Met1 routing:
The bar under the picture is 20 um long. Cells faint in the background.
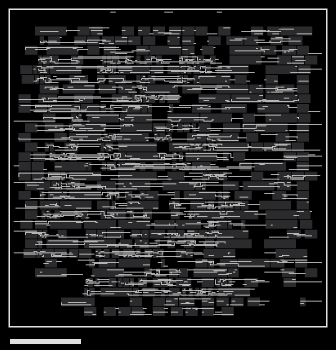
Signal wires on met2:
Cells faint in the background.
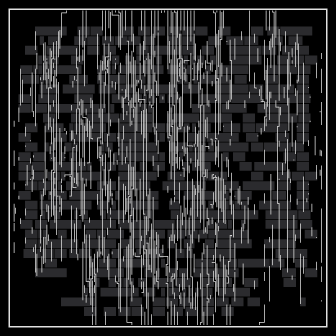
**src/rtl/nrisc_ula_pkg.sv**
```systemverilog
// nrisc_ula_pkg
//   Shared definitions for the NRISC_ULA and its issue-side sequencer:
//   opcode encodings, {N,Z,C} flag bit positions, sequencer states and an
//   opcode classifier (single-step / multi-step / undefined).
package nrisc_ula_pkg;

  localparam logic [3:0] OP_ADD = 4'b0000;
  localparam logic [3:0] OP_SUB = 4'b0001;
  localparam logic [3:0] OP_AND = 4'b0010;
  localparam logic [3:0] OP_OR  = 4'b0011;
  localparam logic [3:0] OP_XOR = 4'b0100;
  localparam logic [3:0] OP_SHR = 4'b0101;
  localparam logic [3:0] OP_RTR = 4'b1101;
  localparam logic [3:0] OP_SHL = 4'b0110;
  localparam logic [3:0] OP_RTL = 4'b1110;
  localparam logic [3:0] OP_NOT = 4'b0111;

  localparam int unsigned FLG_N = 2;
  localparam int unsigned FLG_Z = 1;
  localparam int unsigned FLG_C = 0;

  typedef enum logic [1:0] {
    IDLE = 2'd0,
    EXEC = 2'd1,
    RESP = 2'd2
  } seq_state_e;

  typedef enum logic [1:0] {
    OPC_SINGLE = 2'd0,
    OPC_MULTI  = 2'd1,
    OPC_UNDEF  = 2'd2
  } op_class_e;

  function automatic op_class_e op_class(input logic [3:0] op);
    case (op)
      OP_ADD, OP_SUB, OP_AND, OP_OR, OP_XOR, OP_NOT: return OPC_SINGLE;
      OP_SHR, OP_RTR, OP_SHL, OP_RTL:                return OPC_MULTI;
      default:                                       return OPC_UNDEF;
    endcase
  endfunction

endpackage

```
**src/rtl/ula_sequencer_if.sv**
```systemverilog
// ula_sequencer_if
//   Request and response valid/ready channels of the ULA sequencer.
//   master : requester/consumer (drives req_*, rsp_ready)
//   slave  : sequencer (drives req_ready, rsp_*)
interface ula_sequencer_if #(
  parameter int unsigned TAM   = 16,
  parameter int unsigned CNT_W = 4
);

  logic             req_valid;
  logic             req_ready;
  logic [3:0]       req_op;
  logic [TAM-1:0]   req_a;
  logic [TAM-1:0]   req_b;
  logic [CNT_W-1:0] req_cnt;
  logic             req_incdec;

  logic             rsp_valid;
  logic             rsp_ready;
  logic [TAM-1:0]   rsp_data;
  logic [2:0]       rsp_flags;
  logic             rsp_err;

  modport master (
    output req_valid, req_op, req_a, req_b, req_cnt, req_incdec, rsp_ready,
    input  req_ready, rsp_valid, rsp_data, rsp_flags, rsp_err
  );

  modport slave (
    input  req_valid, req_op, req_a, req_b, req_cnt, req_incdec, rsp_ready,
    output req_ready, rsp_valid, rsp_data, rsp_flags, rsp_err
  );

endinterface

```
**src/rtl/ula_sequencer.sv**
```systemverilog
// ula_sequencer
//   Issue-side controller for the combinational NRISC_ULA. Accepts one
//   request, drives registered operands/control onto the ULA, and returns
//   the captured result/flags. Multi-bit shifts/rotates run as repeated
//   single-bit ULA steps with the ULA output fed back as the next ULA_A.
//   clk, rst   : clock, asynchronous active-low reset
//   bus        : request/response channels (slave side)
//   ula_a/b    : registered operands to the ULA
//   ula_ctrl   : registered opcode to the ULA (AND when idle/undefined)
//   ula_incdec : registered incdec, ADD/SUB only
//   ula_out    : ULA result
//   ula_flags  : ULA {N,Z,C}
module ula_sequencer
  import nrisc_ula_pkg::*;
#(
  parameter int unsigned TAM   = 16,
  parameter int unsigned CNT_W = 4
) (
  input  logic           clk,
  input  logic           rst,
  ula_sequencer_if.slave bus,
  output logic [TAM-1:0] ula_a,
  output logic [TAM-1:0] ula_b,
  output logic [3:0]     ula_ctrl,
  output logic           ula_incdec,
  input  logic [TAM-1:0] ula_out,
  input  logic [2:0]     ula_flags
);

  seq_state_e       state_q;
  logic [TAM-1:0]   ula_a_q;
  logic [TAM-1:0]   ula_b_q;
  logic [3:0]       ula_ctrl_q;
  logic             ula_incdec_q;
  logic [CNT_W-1:0] cnt_q;
  logic             req_ready_q;
  logic             rsp_valid_q;
  logic [TAM-1:0]   rsp_data_q;
  logic [2:0]       rsp_flags_q;
  logic             rsp_err_q;

  op_class_e        req_class;
  logic             req_is_arith;
  logic [2:0]       zero_cnt_flags;

  always_comb begin
    req_class      = op_class(bus.req_op);
    req_is_arith   = (bus.req_op == OP_ADD) || (bus.req_op == OP_SUB);
    zero_cnt_flags = '0;
    zero_cnt_flags[FLG_Z] = (bus.req_a == '0);
  end

  always_ff @(posedge clk or negedge rst) begin
    if (!rst) begin
      state_q      <= IDLE;
      ula_a_q      <= '0;
      ula_b_q      <= '0;
      ula_ctrl_q   <= OP_AND;
      ula_incdec_q <= 1'b0;
      cnt_q        <= '0;
      req_ready_q  <= 1'b1;
      rsp_valid_q  <= 1'b0;
      rsp_data_q   <= '0;
      rsp_flags_q  <= '0;
      rsp_err_q    <= 1'b0;
    end else begin
      case (state_q)
        IDLE: begin
          if (bus.req_valid) begin
            ula_a_q      <= bus.req_a;
            ula_b_q      <= bus.req_b;
            ula_incdec_q <= req_is_arith ? bus.req_incdec : 1'b0;
            cnt_q        <= bus.req_cnt;
            rsp_err_q    <= 1'b0;
            req_ready_q  <= 1'b0;
            case (req_class)
              OPC_UNDEF: begin
                // Undefined codes never reach the ULA control lines.
                ula_ctrl_q  <= OP_AND;
                rsp_data_q  <= '0;
                rsp_flags_q <= '0;
                rsp_err_q   <= 1'b1;
                rsp_valid_q <= 1'b1;
                state_q     <= RESP;
              end
              OPC_MULTI: begin
                ula_ctrl_q <= bus.req_op;
                if (bus.req_cnt == '0) begin
                  // Zero-step shift bypasses the ULA: operand returned as-is.
                  rsp_data_q  <= bus.req_a;
                  rsp_flags_q <= zero_cnt_flags;
                  rsp_valid_q <= 1'b1;
                  state_q     <= RESP;
                end else begin
                  state_q <= EXEC;
                end
              end
              default: begin
                ula_ctrl_q <= bus.req_op;
                state_q    <= EXEC;
              end
            endcase
          end
        end

        EXEC: begin
          if ((op_class(ula_ctrl_q) == OPC_MULTI) && (cnt_q > CNT_W'(1))) begin
            ula_a_q <= ula_out;
            cnt_q   <= cnt_q - CNT_W'(1);
          end else begin
            rsp_data_q  <= ula_out;
            rsp_flags_q <= ula_flags;
            rsp_valid_q <= 1'b1;
            cnt_q       <= '0;
            state_q     <= RESP;
          end
        end

        RESP: begin
          if (bus.rsp_ready) begin
            rsp_valid_q <= 1'b0;
            req_ready_q <= 1'b1;
            state_q     <= IDLE;
          end
        end

        default: begin
          rsp_valid_q <= 1'b0;
          req_ready_q <= 1'b1;
          state_q     <= IDLE;
        end
      endcase
    end
  end

  assign ula_a         = ula_a_q;
  assign ula_b         = ula_b_q;
  assign ula_ctrl      = ula_ctrl_q;
  assign ula_incdec    = ula_incdec_q;
  assign bus.req_ready = req_ready_q;
  assign bus.rsp_valid = rsp_valid_q;
  assign bus.rsp_data  = rsp_data_q;
  assign bus.rsp_flags = rsp_flags_q;
  assign bus.rsp_err   = rsp_err_q;

endmodule

```
**src/flat_wrapper.sv**
```systemverilog
// flat-port wrapper written by rule: the top's interface ports become plain ports
module ula_sequencer_flat import nrisc_ula_pkg::*;
#(
  parameter int unsigned TAM   = 16,
  parameter int unsigned CNT_W = 4
)
  (clk, rst, ula_a, ula_b, ula_ctrl, ula_incdec, ula_out, ula_flags, bus_req_valid, bus_req_op, bus_req_a, bus_req_b, bus_req_cnt, bus_req_incdec, bus_rsp_ready, bus_req_ready, bus_rsp_valid, bus_rsp_data, bus_rsp_flags, bus_rsp_err);
  ula_sequencer_if #(.TAM(TAM), .CNT_W(CNT_W)) bus_i ();
  input  logic clk;
  input  logic rst;
  output logic [TAM-1:0] ula_a;
  output logic [TAM-1:0] ula_b;
  output logic [3:0] ula_ctrl;
  output logic ula_incdec;
  input  logic [TAM-1:0] ula_out;
  input  logic [2:0] ula_flags;
  input wire logic [$bits(bus_i.req_valid)-1:0] bus_req_valid;
  input wire logic [$bits(bus_i.req_op)-1:0] bus_req_op;
  input wire logic [$bits(bus_i.req_a)-1:0] bus_req_a;
  input wire logic [$bits(bus_i.req_b)-1:0] bus_req_b;
  input wire logic [$bits(bus_i.req_cnt)-1:0] bus_req_cnt;
  input wire logic [$bits(bus_i.req_incdec)-1:0] bus_req_incdec;
  input wire logic [$bits(bus_i.rsp_ready)-1:0] bus_rsp_ready;
  output wire logic [$bits(bus_i.req_ready)-1:0] bus_req_ready;
  output wire logic [$bits(bus_i.rsp_valid)-1:0] bus_rsp_valid;
  output wire logic [$bits(bus_i.rsp_data)-1:0] bus_rsp_data;
  output wire logic [$bits(bus_i.rsp_flags)-1:0] bus_rsp_flags;
  output wire logic [$bits(bus_i.rsp_err)-1:0] bus_rsp_err;
  assign bus_i.req_valid = bus_req_valid;
  assign bus_i.req_op = bus_req_op;
  assign bus_i.req_a = bus_req_a;
  assign bus_i.req_b = bus_req_b;
  assign bus_i.req_cnt = bus_req_cnt;
  assign bus_i.req_incdec = bus_req_incdec;
  assign bus_i.rsp_ready = bus_rsp_ready;
  assign bus_req_ready = bus_i.req_ready;
  assign bus_rsp_valid = bus_i.rsp_valid;
  assign bus_rsp_data = bus_i.rsp_data;
  assign bus_rsp_flags = bus_i.rsp_flags;
  assign bus_rsp_err = bus_i.rsp_err;
  ula_sequencer #(.TAM(TAM), .CNT_W(CNT_W)) u_core (.clk(clk), .rst(rst), .bus(bus_i), .ula_a(ula_a), .ula_b(ula_b), .ula_ctrl(ula_ctrl), .ula_incdec(ula_incdec), .ula_out(ula_out), .ula_flags(ula_flags));
endmodule
```
**config.mk**
```make
export PLATFORM = sky130hd
export DESIGN_NAME = ula_sequencer_flat
export DESIGN_NICKNAME = d
export VERILOG_FILES = /design/src/rtl/nrisc_ula_pkg.sv /design/src/rtl/ula_sequencer_if.sv /design/src/rtl/ula_sequencer.sv /design/src/flat_wrapper.sv
export SDC_FILE = /design/constraint.sdc
export NUM_CORES = 1
export LEC_CHECK = 0
export CORE_MARGIN = 2
export CORE_UTILIZATION = 44
export DETAILED_ROUTE_END_ITERATION = 16
export PLACE_DENSITY_LB_ADDON = 0.12
export SLEW_MARGIN = 30
export SYNTH_ARGS = -nofsm -noshare
export SYNTH_HDL_FRONTEND = slang
export SYNTH_SLANG_ARGS = --single-unit
```
**constraint.sdc**
```tcl
create_clock -name clk -period 2.9 [get_ports clk]
set_input_delay 0.58 -clock clk [delete_from_list [all_inputs] [get_ports clk]]
set_output_delay 0.58 -clock clk [all_outputs]
set_load 0.05 [all_outputs]
```
==> impl_metrics.csv <==
group,metric,value,unit
placement,i_o_buffers,122,
detailed_routing,wl_per_cell,16.02,um
floorplanning,initCoreUtil,46.12,%
worst_setup_path,worst_r2r_startpoint,"u_core.cnt_q[0]",
detailed_routing,drtPass1Iterations,4,
pwr,power_per_cell_area,1209,nW/um2
floorplanning,top_level_ports,123,
pwr,power_report.internal_total,3074,uW
cells_and_area,area_delta_synth_final,49.96,%
sta,final_hold_viol_count,0,
worst_hold_path,path_category_of_the_worst_min_delay_check,"in2async",
worst_setup_path,r2r-end,"u_core.ula_a[12]",
clock_tree,post_cts_resize_count,0,
floorplanning,fp-row-count,30,
global_route,total_global_route_track_usage,22.13,%
cells_and_area,layout_top_cells,"121 x sky130_fd_sc_hd__clkdlybuf4s50_1, 63 x sky130_fd_sc_hd__dfrtp_1, 55 x sky130_fd_sc_hd__nand2_1, 18 x sky130_fd_sc_hd__nor3_1",
cells_and_area,drive_above_1_share,15.74,%
sta,slew_headroom,50.75,%
floorplanning,dieArea,7895,um2
synthesis,yosysMostFrequentCell,"sky130_fd_sc_hd__dfrtp_1",
detailed_routing,dr_iter_0_viols,123,
pwr,irDropWorstVdd,0.0006893,V
cells_and_area,seq_area,1629,um2
pwr,pwr.group.sequential,1570,uW
worst_setup_path,critPathMaxStageDelay,0.48,ns
cells_and_area,antenna-diode-count,0,
pwr,power.group.top,"combinational logic",
status,status,"finished clean",
synthesis,seq_area_frac_synth,51.42,%
clock_tree,clk_pin_slew_worst_paths,0.07,ns
worst_setup_path,cp-startpoint,"bus_req_op[0]",
pwr,power.sequential.fraction,27.3,%
synthesis,ys_warn_count,0,
worst_setup_path,critical-path-slowest-cell,"sky130_fd_sc_hd__clkdlybuf4s50_1",
worst_setup_path,timing.critical_path.cells,"clkdlybuf4s50_1 -> inv_1 -> ha_1 -> nand2_1 -> nand2_1 -> inv_1 -> ha_1 -> inv_1 -> a31oi_1 -> nor3_4 -> buf_12 -> mux2_4",
worst_setup_path,critical_path_buffers_and_inverters,5,
-- 'met1 routing' (at the start) --
share of all routed wire: 44%
longest straight run: 23.5 um
nets with wire on the layer: 434
wire length on this layer: 3,690 um
main direction: horizontal
vias post-DR: 2,746
met1 Usage GRT: 27.86%
routed wire length: 8458 um

-- 'signal wires on met2' (at the start) --
nets with wire on the layer: 416
longest straight run: 43.9 um
share of all routed wire: 48%
main direction: vertical
met2 routing resource usage after global routing: 36.50%

==> per-stage QoR <==
step | cells | total power [uW] | util [%] | instance area, um2 | TNS, ns
floorplan | 303 | 3787 | - | 3168 | 0
global placement | 512 | 4837 | 65.83 | 4522 | 0
detailed placement | 512 | 4898 | 65.83 | 4522 | -0.4949
CTS | 528 | 5778 | 69.16 | 4751 | 0
global route | 528 | 6015 | 69.16 | 4751 | 0
finish | 528 | 5742 | 69.16 | 4751 | 0
==> state kept, by name, summed over array words and instances, names as in the netlist <==
| signal | count |
|---|---|
| u_core.bus.req_ready | 1 |
| u_core.bus.rsp_err | 1 |
| u_core.bus.rsp_data | 16 |
| u_core.ula_incdec | 1 |
| u_core.ula_b | 16 |
| u_core.ula_a | 16 |
| u_core.state_q | 2 |
| u_core.ula_ctrl | 4 |
| u_core.bus.rsp_flags | 3 |
| u_core.cnt_q | 4 |
| u_core.bus.rsp_valid | 1 |
==> cell type report <==
| cell class | instances | area share (%) |
|---|---|---|
| Tap cell | 96 | 2.528 |
| Clock inverter | 5 | 1.633 |
| Sequential cell | 65 | 34.29 |
| Multi-Input combinational cell | 202 | 29.31 |
| Timing Repair Buffer | 132 | 27.71 |
| Clock buffer | 11 | 3.187 |
| Inverter | 17 | 1.343 |
==> logic make-up after synthesis <==
logic type,share of synthesized area (%)
xor gates and xnor gates,0.2765
buffers and inverters,5.134
adders and majority gates,2.370
DFF,51.42
muxes,14.73
AOI/OAI and AO/OA,9.400
and+or+nand+nor,16.67
==> per-layer routing <==
layer	wire, um	global-route usage, %
met5	0	0
met1	3693	27.86
met2	4071	36.50
met3	550	5.690
met4	142	8.678
Power is estimated from default activity; no workload was simulated.
